run_1/port_nets.png
Scale: 4 px per µm.
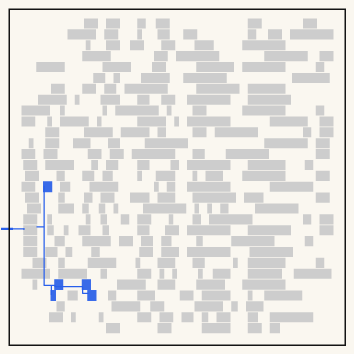
run_1/density.png
Scale: 3 px per µm. 8 x 8 tiles, from dark purple (low) to yellow (high), 0 to 100% covered.
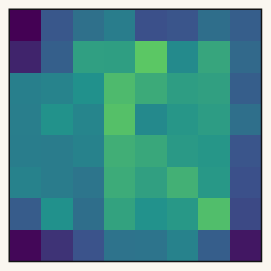
run_1/registers.png
Scale: 4 px per µm. Other sequential cells in the stronger grey, the rest of the logic in the fainter grey.
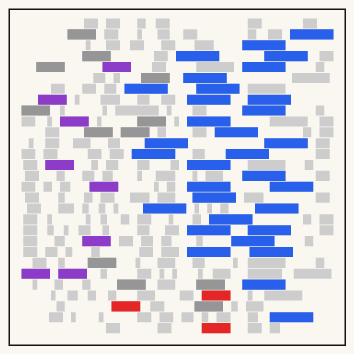
===== config.mk =====
export PLATFORM = sky130hd
export DESIGN_NAME = alu_result_reg
export DESIGN_NICKNAME = d
export VERILOG_FILES = /design/src/rtl/alu_pkg.sv /design/src/rtl/edge_detect.sv /design/src/rtl/alu_result_reg.sv
export SDC_FILE = /design/constraint.sdc
export NUM_CORES = 1
export LEC_CHECK = 0
export CAP_MARGIN = 0
export CELL_PAD_IN_SITES_DETAIL_PLACEMENT = 2
export CELL_PAD_IN_SITES_GLOBAL_PLACEMENT = 2
export CORE_MARGIN = 1.5
export CORE_UTILIZATION = 38
export DETAILED_ROUTE_END_ITERATION = 6
export PLACE_DENSITY = 0.85
export RECOVER_POWER = 100
export SYNTH_ARGS = -nofsm -noshare
export SYNTH_HDL_FRONTEND = slang
export SYNTH_HIERARCHICAL = 1
export SYNTH_SLANG_ARGS = --single-unit

===== constraint.sdc =====
create_clock -name clock -period 5.1 [get_ports clock]
set_clock_uncertainty 0.1 [all_clocks]
set_input_delay 0.765 -clock clock [delete_from_list [all_inputs] [get_ports clock]]
set_output_delay 0.765 -clock clock [all_outputs]
set_load 0.02 [all_outputs]

===== src/rtl/alu_pkg.sv =====
// Shared ALU definitions: function codes and default sizing for the result register.
package alu_pkg;

    localparam int ALU_DATA_W     = 8;
    localparam int ALU_HIST_DEPTH = 4;

    typedef enum logic [2:0] {
        ALU_ADD    = 3'd0,
        ALU_SUB    = 3'd1,
        ALU_AND    = 3'd2,
        ALU_OR     = 3'd3,
        ALU_XOR    = 3'd4,
        ALU_PASS_A = 3'd5,
        ALU_PASS_B = 3'd6,
        ALU_NOP    = 3'd7
    } alu_op_e;

endpackage


===== src/rtl/edge_detect.sv =====
// Rising-edge detector for a synchronised level input; reset preloads the history
// to 1 so a level already high at reset release is not taken as an edge.
module edge_detect (
    input  logic clock,
    input  logic reset,
    input  logic btn,
    output logic rise
);

    logic prev_btn_q;
    logic prev_btn_d;

    always_comb begin
        prev_btn_d = btn;
    end

    always_ff @(posedge clock) begin
        if (reset) begin
            prev_btn_q <= 1'b1;
        end else begin
            prev_btn_q <= prev_btn_d;
        end
    end

    assign rise = btn & ~prev_btn_q;

endmodule


===== src/rtl/alu_result_reg.sv =====
// ALU result register: captures alu_in on each load-button press, keeps a short
// circular history of captured words, and counts accepted loads.
module alu_result_reg
    import alu_pkg::*;
#(
    parameter int DATA_W     = ALU_DATA_W,
    parameter int HIST_DEPTH = ALU_HIST_DEPTH
) (
    input  logic                          clock,
    input  logic                          reset,
    input  logic [DATA_W-1:0]             alu_in,
    input  logic                          load_btn,
    input  logic                          clear,
    input  logic [$clog2(HIST_DEPTH)-1:0] hist_sel,
    output logic [DATA_W-1:0]             acc,
    output logic [3:0]                    b_fb,
    output logic [DATA_W-1:0]             hist_out,
    output logic [$clog2(HIST_DEPTH):0]   hist_count,
    output logic [7:0]                    load_count,
    output logic                          changed
);

    localparam int                PTR_W    = $clog2(HIST_DEPTH);
    localparam int                CNT_W    = PTR_W + 1;
    localparam logic [CNT_W-1:0]  CNT_FULL = CNT_W'(HIST_DEPTH);
    localparam logic [7:0]        LC_MAX   = 8'hFF;

    logic                    rise;
    logic [DATA_W-1:0]       acc_q, acc_d;
    logic [PTR_W-1:0]        wr_ptr_q, wr_ptr_d;
    logic [CNT_W-1:0]        hist_count_q, hist_count_d;
    logic [7:0]              load_count_q, load_count_d;
    logic                    changed_q, changed_d;
    logic [DATA_W-1:0]       hist_q [HIST_DEPTH];
    logic [DATA_W-1:0]       hist_d [HIST_DEPTH];
    logic [PTR_W-1:0]        rd_idx;

    edge_detect u_edge (
        .clock (clock),
        .reset (reset),
        .btn   (load_btn),
        .rise  (rise)
    );

    // Clear wins over a coincident press; that press is dropped entirely.
    always_comb begin
        acc_d        = acc_q;
        wr_ptr_d     = wr_ptr_q;
        hist_count_d = hist_count_q;
        load_count_d = load_count_q;
        changed_d    = 1'b0;
        hist_d       = hist_q;
        if (clear) begin
            acc_d        = '0;
            wr_ptr_d     = '0;
            hist_count_d = '0;
            load_count_d = '0;
        end else if (rise) begin
            acc_d            = alu_in;
            changed_d        = (alu_in != acc_q);
            hist_d[wr_ptr_q] = alu_in;
            wr_ptr_d         = wr_ptr_q + PTR_W'(1);
            if (hist_count_q != CNT_FULL) begin
                hist_count_d = hist_count_q + CNT_W'(1);
            end
            if (load_count_q != LC_MAX) begin
                load_count_d = load_count_q + 8'd1;
            end
        end
    end

    always_ff @(posedge clock) begin
        if (reset) begin
            acc_q        <= '0;
            wr_ptr_q     <= '0;
            hist_count_q <= '0;
            load_count_q <= '0;
            changed_q    <= 1'b0;
        end else begin
            acc_q        <= acc_d;
            wr_ptr_q     <= wr_ptr_d;
            hist_count_q <= hist_count_d;
            load_count_q <= load_count_d;
            changed_q    <= changed_d;
        end
    end

    // History storage is data only and is never reset.
    always_ff @(posedge clock) begin
        hist_q <= hist_d;
    end

    assign rd_idx     = wr_ptr_q - PTR_W'(1) - hist_sel;
    assign hist_out   = ({1'b0, hist_sel} < hist_count_q) ? hist_q[rd_idx] : '0;
    assign acc        = acc_q;
    assign b_fb       = acc_q[3:0];
    assign hist_count = hist_count_q;
    assign load_count = load_count_q;
    assign changed    = changed_q;

endmodule


==> results_slide.txt, run 1 <==
Physical Implementation Snapshot

Detailed routing
  – Initial drt markers: approximately 81
  – Met2 routed WL: 3420 µm
  – Routed met1 length: 2530 µm
  – Via/cell ratio: 5.28
  – TritonRoute pass-1 iters: 4

Cells and area
  – Clock-cell share of area: 0.0361
  – Seq_cells: 55
  – Filler Cells Inserted: 639
  – Gate Area: 968 µm²
  – Commonest Layout Cell: dlygate4sd3_1
  – Signal inverters: 6
  – Non-clock buffers: 47
  – Top cells excl fill/tap: dlygate4sd3_1 (42), edfxtp_1 (32), dfxtp_1 (23)
  – Multi-In Gates: 113

Yosys
  – Most common cell in the netlist: edfxtp_1
  – Async SR Flop Fraction: 0
  – Synth Area in XOR/XNOR: 0.0451
  – Post-Synth AOI/OAI Area: 0.0410
  – Post-synth seq share: 0.575

Final timing
  – Unrepaired setup endpoints after global routing: no
  – Slew @ Worst Pin: ~1 ns
  – Setup ws final: 0.983 ns
  – Final hold viol count: 0

Outcome
  – Outcome: finished clean

Pwr
  – P_leak: 0.00118 µW
  – P_comb: between 60 and 70 µW
  – Combinational share of power: 0.083
  – PD cells: 270 mW/mm²
  – P_sw: 182 µW

Setup path
  – Critical Path Start: hist_sel[0]
  – Buf/Inv on CP: 3
  – Crit path capture: hist_out[6]
  – Crit path depth: 6
  – CP peak stage delay: ~0.64 ns
  – CP Launch Type: primary input
  – Slowest stage cell, crit path: dlygate4sd3_1
  – R2r setup slk: 2.47 ns
  – Worst endpoint required time: 4.24 ns

Clock tree
  – Latency at later pin: 0.31 ns
  – Post-CTS Setup Bufs: 0
  – CTS clock-pin slew for the worst setup and hold paths: 0.10 ns
  – CTS Buffer Depth: 2
  – PostCTS Resize Cnt: 0

Floorplan
  – Die Wd: approximately 84 µm

Placement
  – Placed cell count: about 300
  – DP HPWL: 4730 µm

Worst hold path
  – Hold Path Class: register to register

Global routing
  – Met2 Use GR: 0.349
About port_nets.png:
| colour | port | bits | direction | edge | end cells | wire |
|---|---|---|---|---|---|---|
| blue | reset | 1 | input | left | 5 | 45.3 µm |
Ports: 46
Port-buffer cells: 45

About density.png:
densest ninth of the die: middle
fullest tile: 74%
nearly empty tiles: 3.1%
mean over tiles: 43%

About registers.png:
| colour | signal | sequential cells |
|---|---|---|
| red | hist_count | 3 |
| blue | hist_q | 32 |
| purple | load_count | 8 |
not coloured: 12
Util after Layout: 0.488
flop share of the area: 0.461
sequential cell power: 474 µW
Reg area: 0.00142 mm²

run_1/gate_families.png
Scale: 6 px per µm.
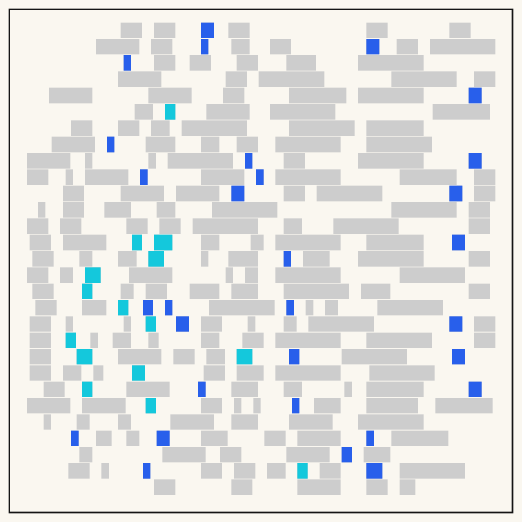

## Run 2: what changed since run 1
CORE_UTILIZATION = 35   (was 38)
PLACE_DENSITY = 0.8   (was 0.85)
clock period = 3.8 ns   (was 5.1 ns; I/O delays follow)
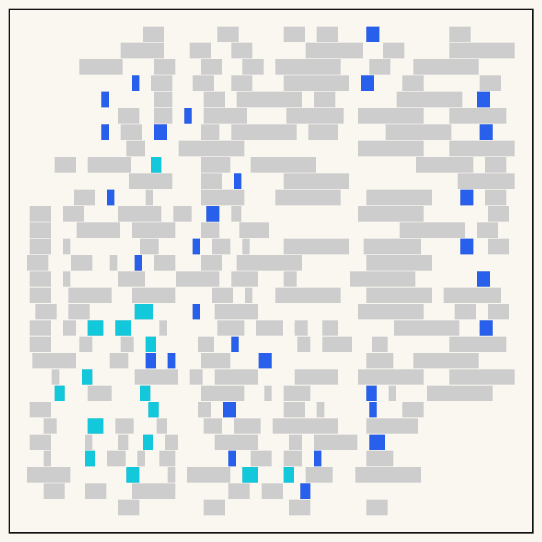
run_2/gate_families.png
Scale: 6 px per µm.
| colour | family | cells |
|---|---|---|
| blue | NOR gates | 30 |
| cyan | inverting AOI/OAI gates | 15 |

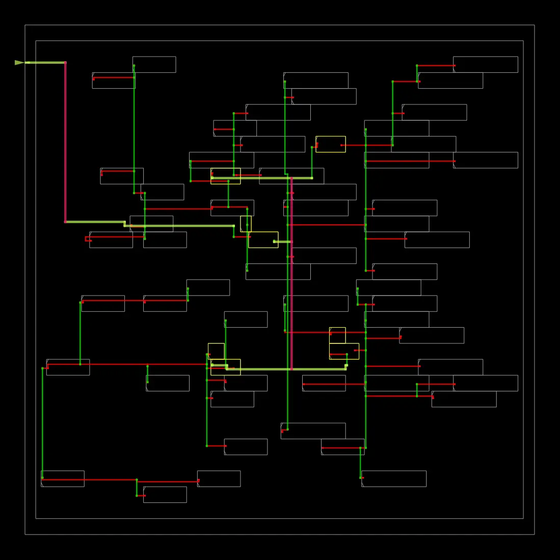
run_2/final_clocks.png
Power Clock: 329 µW
Latency at later pin: 0.31 ns
cts bufs inserted: 5
seq_cells: 55
TritonCTS Sinks: 55

==> results_slide.txt, run 2 <==
Physical Implementation Snapshot

Final timing
  – Unrepaired setup endpoints after global routing: no
  – Final hold viol count: 0 (unchanged)
  – Setup ws final: 0.179 ns (-0.804 ns)
  – Slew @ Worst Pin: 1.00 ns (-0.00521 ns)

Clock tree
  – CTS Buffer Depth: 2 (unchanged)
  – CTS clock-pin slew for the worst setup and hold paths: 0.10 ns (about the same)
  – PostCTS Resize Cnt: 0 (unchanged)
  – Post-CTS Setup Bufs: 0 (unchanged)

Floorplan
  – Ports: 46 (unchanged)
  – Core area: 0.00679 mm²
  – Die Wd: 87.0 µm (+4.0%)

Cells and area
  – Util after Layout: 0.454 (-0.0343)
  – Gate Area: 968 µm² (unchanged)
  – Filler Cells Inserted: 692 (+8.3%)
  – Clock-cell share of area: 0.0288 (-0.00732)
  – Commonest Layout Cell: dlygate4sd3_1
  – Multi-In Gates: 113 (unchanged)
  – Non-clock buffers: 47 (unchanged)
  – Area grow syn2layout: 24.8%
  – Flop share of the area: 0.461 (about the same)
  – Signal inverters: 6 (unchanged)
  – Top cells excl fill/tap: dlygate4sd3_1 (36), edfxtp_1 (32), dfxtp_1 (23)

Detailed routing
  – TritonRoute pass-1 iters: 4 (unchanged)
  – Via/cell ratio: 4.94 (-6.5%)
  – Initial drt markers: 43 (-47%)
  – Met2 routed WL: 2850 µm (-17%)
  – Routed met1 length: 2630 µm (+4.0%)

Yosys
  – Async SR Flop Fraction: 0 (unchanged)
  – Top area contributor share: 0.389
  – Post-synth seq share: 0.575 (unchanged)
  – Most common cell in the netlist: edfxtp_1
  – Synth Area in XOR/XNOR: 0.0451 (unchanged)
  – Post-Synth AOI/OAI Area: 0.0410 (unchanged)

Pwr
  – P_sw: 252 µW (+38%)
  – Combinational share of power: 0.088 (+0.005)
  – Sequential cell power: 637 µW (+34%)
  – P_comb: 93.4 µW (+35%)
  – Part of the power in the clock network: 0.311
  – PD cells: 344 mW/mm² (+27%)
  – Biggest consumer: sequential cells

Setup path
  – R2r setup slk: 1.59 ns (-0.88 ns)
  – CP Launch Type: primary input
  – Buf/Inv on CP: 4 (+1)
  – CP peak stage delay: 0.68 ns (+0.04 ns)
  – Crit path depth: 7 (+1)
  – Slowest stage cell, crit path: dlygate4sd3_1
  – Crit path capture: hist_out[7]
  – Worst endpoint required time: 3.13 ns (-1.11 ns)
  – Critical Path Start: hist_sel[0]

Global routing
  – Met2 Use GR: 0.271 (-0.0777)

Outcome
  – Outcome: finished clean

Placement
  – Port-buffer cells: 45 (unchanged)
  – DP HPWL: 4090 µm (-14%)

Worst hold path
  – Hold Path Class: register to register

Run
  – Max-Cap Viols: 0
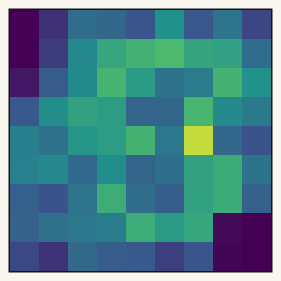
run_2/density.png
Scale: 3 px per µm. 9 x 9 tiles, from dark purple (low) to yellow (high), 0 to 100% covered.
tiles over 75% full: 1.2%
mean over tiles: 39%
emptiest ninth of the die: top left

Power is estimated from default activity; no workload was simulated.
